`src/rtl/keypad_matrix_responder.sv`:
```
// keypad_matrix_responder
// Stands in for a 4x4 matrix keypad. It watches the active-low row lines driven
// by a keyboard scanner and answers on the active-low column lines for every
// pressed key. Press and release commands arrive over a valid/ready handshake.
// Each real contact change first goes through a pseudo-random bounce window.
//
// Ports
//   clk_50M    in   1   system clock, rising edge
//   RST        in   1   synchronous reset, active-high
//   row        in   4   scanner row drive, active-low (row[r]=0 selects row r)
//   col        out  4   registered column return, active-low, idles at 4'hF
//   cmd_valid  in   1   command present
//   cmd_ready  out  1   responder can accept a command (IDLE only)
//   cmd_key    in   4   key index k = 4*r + c
//   cmd_press  in   1   1 = press key k, 0 = release key k
//   key_state  out  16  settled contact state per key, 1 = pressed
//   busy       out  1   bounce window in progress
module keypad_matrix_responder #(
    parameter int          BOUNCE_CYCLES = 1000,
    parameter logic [15:0] LFSR_SEED     = 16'hACE1
) (
    input  logic        clk_50M,
    input  logic        RST,
    input  logic [3:0]  row,
    output logic [3:0]  col,
    input  logic        cmd_valid,
    output logic        cmd_ready,
    input  logic [3:0]  cmd_key,
    input  logic        cmd_press,
    output logic [15:0] key_state,
    output logic        busy
);

    // Counter holds BOUNCE_CYCLES-1 down to 0, so the window lasts BOUNCE_CYCLES cycles.
    localparam int CNT_W = (BOUNCE_CYCLES > 2) ? $clog2(BOUNCE_CYCLES) : 1;
    localparam logic [CNT_W-1:0] CNT_LOAD =
        (BOUNCE_CYCLES > 0) ? CNT_W'(BOUNCE_CYCLES - 1) : '0;
    localparam logic BOUNCE_EN = (BOUNCE_CYCLES > 0);

    typedef enum logic [1:0] {
        ST_IDLE   = 2'd0,
        ST_BOUNCE = 2'd1,
        ST_DONE   = 2'd2
    } state_e;

    state_e            state_q, state_d;
    logic [CNT_W-1:0]  cnt_q, cnt_d;
    logic [3:0]        tgt_q, tgt_d;
    logic              val_q, val_d;
    logic [15:0]       key_state_q, key_state_d;
    logic [3:0]        col_q, col_d;
    logic [15:0]       lfsr_q, lfsr_d;
    logic [15:0]       eff_s;

    // Fibonacci LFSR, taps 16,14,13,11 (bit indices 15,13,12,10), shifting left.
    function automatic logic [15:0] lfsr_step(input logic [15:0] cur);
        logic fb;
        fb = cur[15] ^ cur[13] ^ cur[12] ^ cur[10];
        return {cur[14:0], fb};
    endfunction

    // State register: every flop of the block, synchronous reset has priority.
    always_ff @(posedge clk_50M) begin
        if (RST) begin
            state_q     <= ST_IDLE;
            cnt_q       <= '0;
            tgt_q       <= 4'd0;
            val_q       <= 1'b0;
            key_state_q <= 16'h0000;
            col_q       <= 4'hF;
            lfsr_q      <= LFSR_SEED;
        end else begin
            state_q     <= state_d;
            cnt_q       <= cnt_d;
            tgt_q       <= tgt_d;
            val_q       <= val_d;
            key_state_q <= key_state_d;
            col_q       <= col_d;
            lfsr_q      <= lfsr_d;
        end
    end

    // Next-state logic of the command FSM and the settled key state.
    always_comb begin
        state_d     = state_q;
        cnt_d       = cnt_q;
        tgt_d       = tgt_q;
        val_d       = val_q;
        key_state_d = key_state_q;
        case (state_q)
            ST_IDLE: begin
                if (cmd_valid) begin
                    tgt_d = cmd_key;
                    val_d = cmd_press;
                    // A command that does not change the contact skips the bounce.
                    if (key_state_q[cmd_key] == cmd_press) begin
                        state_d = ST_DONE;
                    end else if (!BOUNCE_EN) begin
                        state_d = ST_DONE;
                    end else begin
                        state_d = ST_BOUNCE;
                        cnt_d   = CNT_LOAD;
                    end
                end else begin
                    state_d = ST_IDLE;
                end
            end
            ST_BOUNCE: begin
                if (cnt_q == '0) begin
                    state_d = ST_DONE;
                end else begin
                    cnt_d = cnt_q - CNT_W'(1);
                end
            end
            ST_DONE: begin
                key_state_d[tgt_q] = val_q;
                state_d            = ST_IDLE;
            end
            default: begin
                state_d = ST_IDLE;
            end
        endcase
    end

    // LFSR free-runs every cycle outside reset.
    always_comb begin
        lfsr_d = lfsr_step(lfsr_q);
    end

    // Effective contacts: the bouncing key follows lfsr[0] while in BOUNCE.
    always_comb begin
        eff_s = key_state_q;
        if (state_q == ST_BOUNCE) begin
            eff_s[tgt_q] = lfsr_q[0];
        end else begin
            eff_s[tgt_q] = key_state_q[tgt_q];
        end
    end

    // Column return: a column is pulled low if any selected row has a closed contact on it.
    always_comb begin
        col_d = 4'hF;
        for (int c = 0; c < 4; c++) begin
            logic hit;
            hit = 1'b0;
            for (int r = 0; r < 4; r++) begin
                hit = hit | (~row[r] & eff_s[4*r + c]);
            end
            col_d[c] = ~hit;
        end
    end

    // Output decode from the FSM state; cmd_ready is held low during a reset cycle.
    always_comb begin
        cmd_ready = 1'b0;
        busy      = 1'b0;
        case (state_q)
            ST_IDLE:   cmd_ready = ~RST;
            ST_BOUNCE: busy      = 1'b1;
            ST_DONE:   cmd_ready = 1'b0;
            default: begin
                cmd_ready = 1'b0;
                busy      = 1'b0;
            end
        endcase
    end

    assign col       = col_q;
    assign key_state = key_state_q;

endmodule
```
`config.mk`:
```
export PLATFORM = sky130hd
export DESIGN_NAME = keypad_matrix_responder
export DESIGN_NICKNAME = d
export VERILOG_FILES = /design/src/rtl/keypad_matrix_responder.sv
export SDC_FILE = /design/constraint.sdc
export NUM_CORES = 1
export LEC_CHECK = 0
export CORE_MARGIN = 8
export CORE_UTILIZATION = 45
export CTS_CLUSTER_DIAMETER = 80
export CTS_CLUSTER_SIZE = 12
export DETAILED_ROUTE_END_ITERATION = 7
export PLACE_DENSITY = 0.67
export SKIP_LAST_GASP = 1
export SYNTH_ARGS = -nofsm -noshare
export SYNTH_HDL_FRONTEND = slang
export SYNTH_SLANG_ARGS = --single-unit
```
`constraint.sdc`:
```
create_clock -name clk_50M -period 5.2 [get_ports clk_50M]
set_input_delay 1.56 -clock clk_50M [delete_from_list [all_inputs] [get_ports clk_50M]]
set_output_delay 1.56 -clock clk_50M [all_outputs]
set_load 0.03 [all_outputs]
```
==> run_1/layer_met2.png <==
Scale: 4 px per µm.
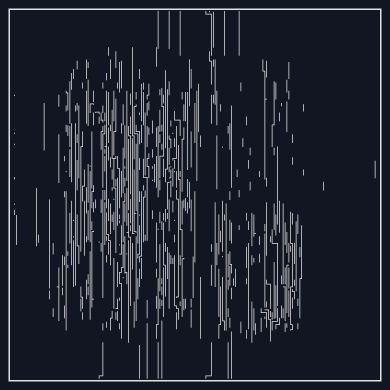
wire length on this layer: 2980 µm
nets with wire on the layer: 264
main direction: vertical

==> run_1/io_fan.png <==
Scale: 3 px per µm.
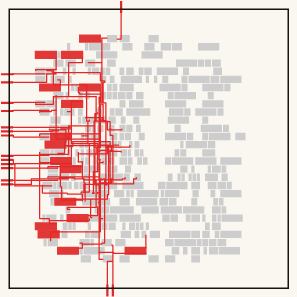
[red] key_state | bits: 16 | direction: output | edge: 13 west, 2 south, 1 north | end cells: 16 | buffers: 16 | wire: 1230 µm

==> run_1/placement.png <==
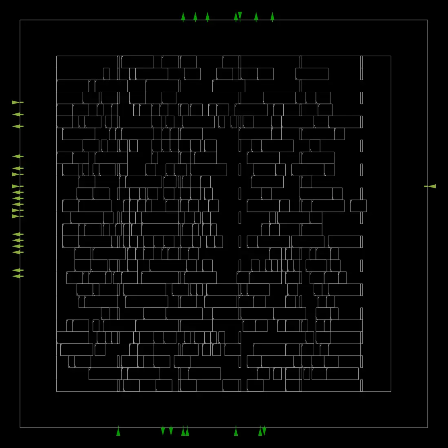
Core Util, Final: 53.2%
tap cells: 75
Cell Rows: 28
Seq cells: 53

==> run_1/wires.png <==
Scale: 3 px per µm. Two of the layers only.
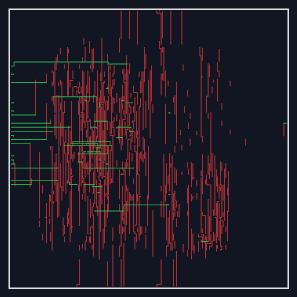
[green] metal 3 | wire length: 313 µm
[red] metal 2 | wire length: 2980 µm

==> run_results.csv, run 1 <==
group,metric,value,unit
detailed_routing,wl_met2,2980,µm
setup_path,reg2reg_from,"key_state[1]",
yosys,synth.mux.area_fraction,15.4,%
yosys,synth_cells,291,
min_path,min_path_type,"reg -> reg",
yosys,yosysWarnings,0,
floorplan,pin_count,34,
timing,fin_ws,1.21,ns
timing,slew_headroom,39.7,%
yosys,ys_ff,53,
setup_path,worstPathRequired,3.64,ns
finish,nonClkBufAreaFrac,11.1,%
yosys,async_reset_ff_share,0,%
cts,cts_root_buf,"clkbuf_8",
finish,layout_top_cells,"dfxtp_1 (53), clkdlybuf4s50_1 (32), nor2_1 (31)",
timing,drv_slew,0,
finish,layout.non_clock_buffers,35,
setup_path,startpoint,"RST",
status,status,"finished clean",
placement,dp.cells,384,
power,p_sw_share,28.5,%
power,p_clk_share,28.3,%
floorplan,die_h,92.5,µm
yosys,top_cell_area_share,40.3,%
global_routing,grt_max_degree,54,
timing,rsz0062_at_grt,"false",
power,p_int,584,µW
placement,pre_cts_slack,1.09,ns
yosys,synth.cellmix.simpleShare,24.9,%
power,power.switching,232,µW
yosys,ys.flop_type,"dfxtp_1",
finish,n_antenna_cell,0,
global_routing,track_usage,15.0,%
setup_path,crit_path_max_fanout,2,
setup_path,crit_path_end_kind,"output pin",
global_routing,overflow,0,
power,peakVddDrop,0.118,mV
finish,synthToLayoutAreaGrowth,16.9,%
yosys,postSynthNetCount,305,
power,combPwrFrac,15.8,%
cts,cts_made_buffers,5,
yosys,ys_cells,291,
timing,tightest_slew,0.900,ns
detailed_routing,vias,2127,
yosys,ys_sh_aoi,10.2,%
power,p_leak,1.15,nW
finish,fillers,543,
floorplan,initial_utilization,45.5,%
yosys,top_area_cell,"dfxtp_1",
finish,nNonClkInverters,7,
timing,clock.fmax,250,MHz
timing,finalCriticalPeriod,3.99,ns
timing,finalSetupViolCount,0,
power,powerDensity,265,mW/mm²
setup_path,critPathMaxStageDelay,0.43,ns
setup_path,crit_end,"cmd_ready",
floorplan,core,0.00578,mm²
global_routing,grt_use_met3,3.64,%
setup_path,crit_cells,3,
cts,ctsHoldBuffers,0,
detailed_routing,final_antenna_net_count,0,
power,power_leader,"sequential cells",
detailed_routing,dr.max_layer_used,"met4",
detailed_routing,dr.pass1.iters,4,
yosys,netlist_area,0.00263,mm²
==> run_1/io_placement.png <==
Scale: 4 px per µm. Pins as bars across the die edge, other pins in grey.
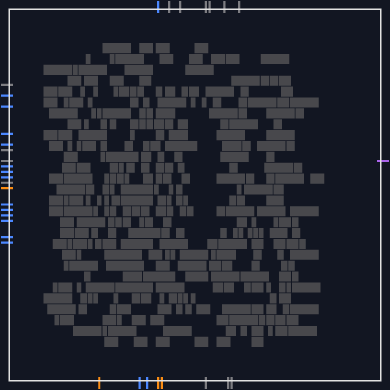

## Run 2: what changed since run 1
==> constraint.sdc (replaced) <==
create_clock -name clk_50M -period 4.2 [get_ports clk_50M]
set_input_delay 1.26 -clock clk_50M [delete_from_list [all_inputs] [get_ports clk_50M]]
set_output_delay 1.26 -clock clk_50M [all_outputs]
set_load 0.03 [all_outputs]
==> run_2/io_placement.png <==
Scale: 4 px per µm. Pins as bars across the die edge, other pins in grey.
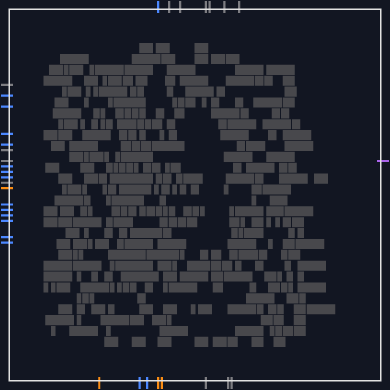
[orange] cmd_key | pins: 4 | direction: input | edge: 3 south, 1 west
[purple] RST | pins: 1 | direction: input | edge: east
[blue] key_state | pins: 16 | direction: output | edge: 13 west, 2 south, 1 north

==> run_2/wires.png <==
Scale: 3 px per µm. Two of the layers only.
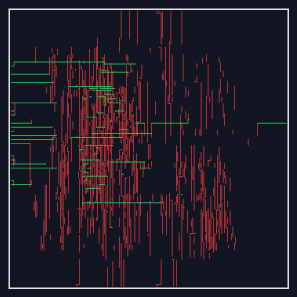
[green] metal 3 | wire length: 395 µm
[red] metal 2 | wire length: 2990 µm

==> run_results.csv, run 2 <==
group,metric,value,unit
setup_path,worstPathRequired,4.42,ns
setup_path,reg2reg_depth,5,
yosys,top_cell_area_share,40.3,%
detailed_routing,vias,2191,
detailed_routing,wl_met2,2990,µm
cts,ctsHoldBuffers,0,
yosys,ys_ff,53,
power,power_leader,"sequential cells",
timing,clock.fmax,286,MHz
finish,fillers,533,
yosys,ys.flop_type,"dfxtp_1",
setup_path,crit_end,"cnt_q[1]",
power,powerDensity,351,mW/mm²
status,status,"finished clean",
yosys,synth.most_common_cell,"dfxtp_1",
timing,slew_headroom,39.2,%
yosys,ys_sh_aoi,10.2,%
floorplan,core,0.00578,mm²
finish,nonClkBufAreaFrac,11.0,%
floorplan,num_rows,28,
global_routing,track_usage,15.2,%
finish,n_antenna_cell,0,
setup_path,startpoint,"cmd_key[1]",
detailed_routing,wl_met1,2690,µm
finish,ff_count,53,
yosys,yosysWarnings,0,
timing,finalSetupViolCount,0,
timing,finalCriticalPeriod,3.50,ns
floorplan,pin_count,34,
finish,nNonClkInverters,7,
power,p_sw_share,26.7,%
floorplan,initial_utilization,45.5,%
floorplan,fp.dieW,92.5,µm
finish,post-route-util,53.8,%
global_routing,grt_use_met3,4.69,%
power,peakVddDrop,0.175,mV
yosys,top_area_cell,"dfxtp_1",
setup_path,cp_top_family,"multiplexers",
finish,layout.non_clock_buffers,35,
power,power.switching,291,µW
floorplan,n_tap_cell,75,
timing,tightest_slew,0.908,ns
finish,synthToLayoutAreaGrowth,18.2,%
setup_path,cp.arrival,3.72,ns
placement,dp.cells,384,
yosys,postSynthNetCount,305,
power,p_int,799,µW
detailed_routing,dr.pass1.iters,4,
detailed_routing,final_antenna_net_count,0,
power,p_leak,1.17,nW
detailed_routing,dr.max_layer_used,"met4",
power,pg_seq,566,µW
yosys,synth_cells,291,
yosys,synth.cellmix.simpleShare,24.9,%
timing,rsz0062_at_grt,"false",
cts,cts_made_buffers,5,
power,p_clk_share,33.5,%
setup_path,reg2reg_from,"key_state[11]",
power,p_total,1.09,mW
setup_path,critPathMaxStageDelay,0.62,ns
setup_path,crit_path_max_fanout,11,
finish,layout_top_cells,"dfxtp_1 (53), clkdlybuf4s50_1 (32), nor2_1 (31)",
global_routing,grt_max_degree,54,
timing,fin_ws,0.699,ns
power,combPwrFrac,14.6,%
yosys,synth.mux.area_fraction,15.4,%
setup_path,r2r_setup_slack,1.97,ns
min_path,min_path_type,"reg -> reg",
yosys,ys_cells,291,
global_routing,grt_antenna_before_repair,0,
global_routing,overflow,0,
yosys,netlist_area,0.00263,mm²
yosys,async_reset_ff_share,0,%
No activity file was given, so power comes from the tool's default toggle rates.
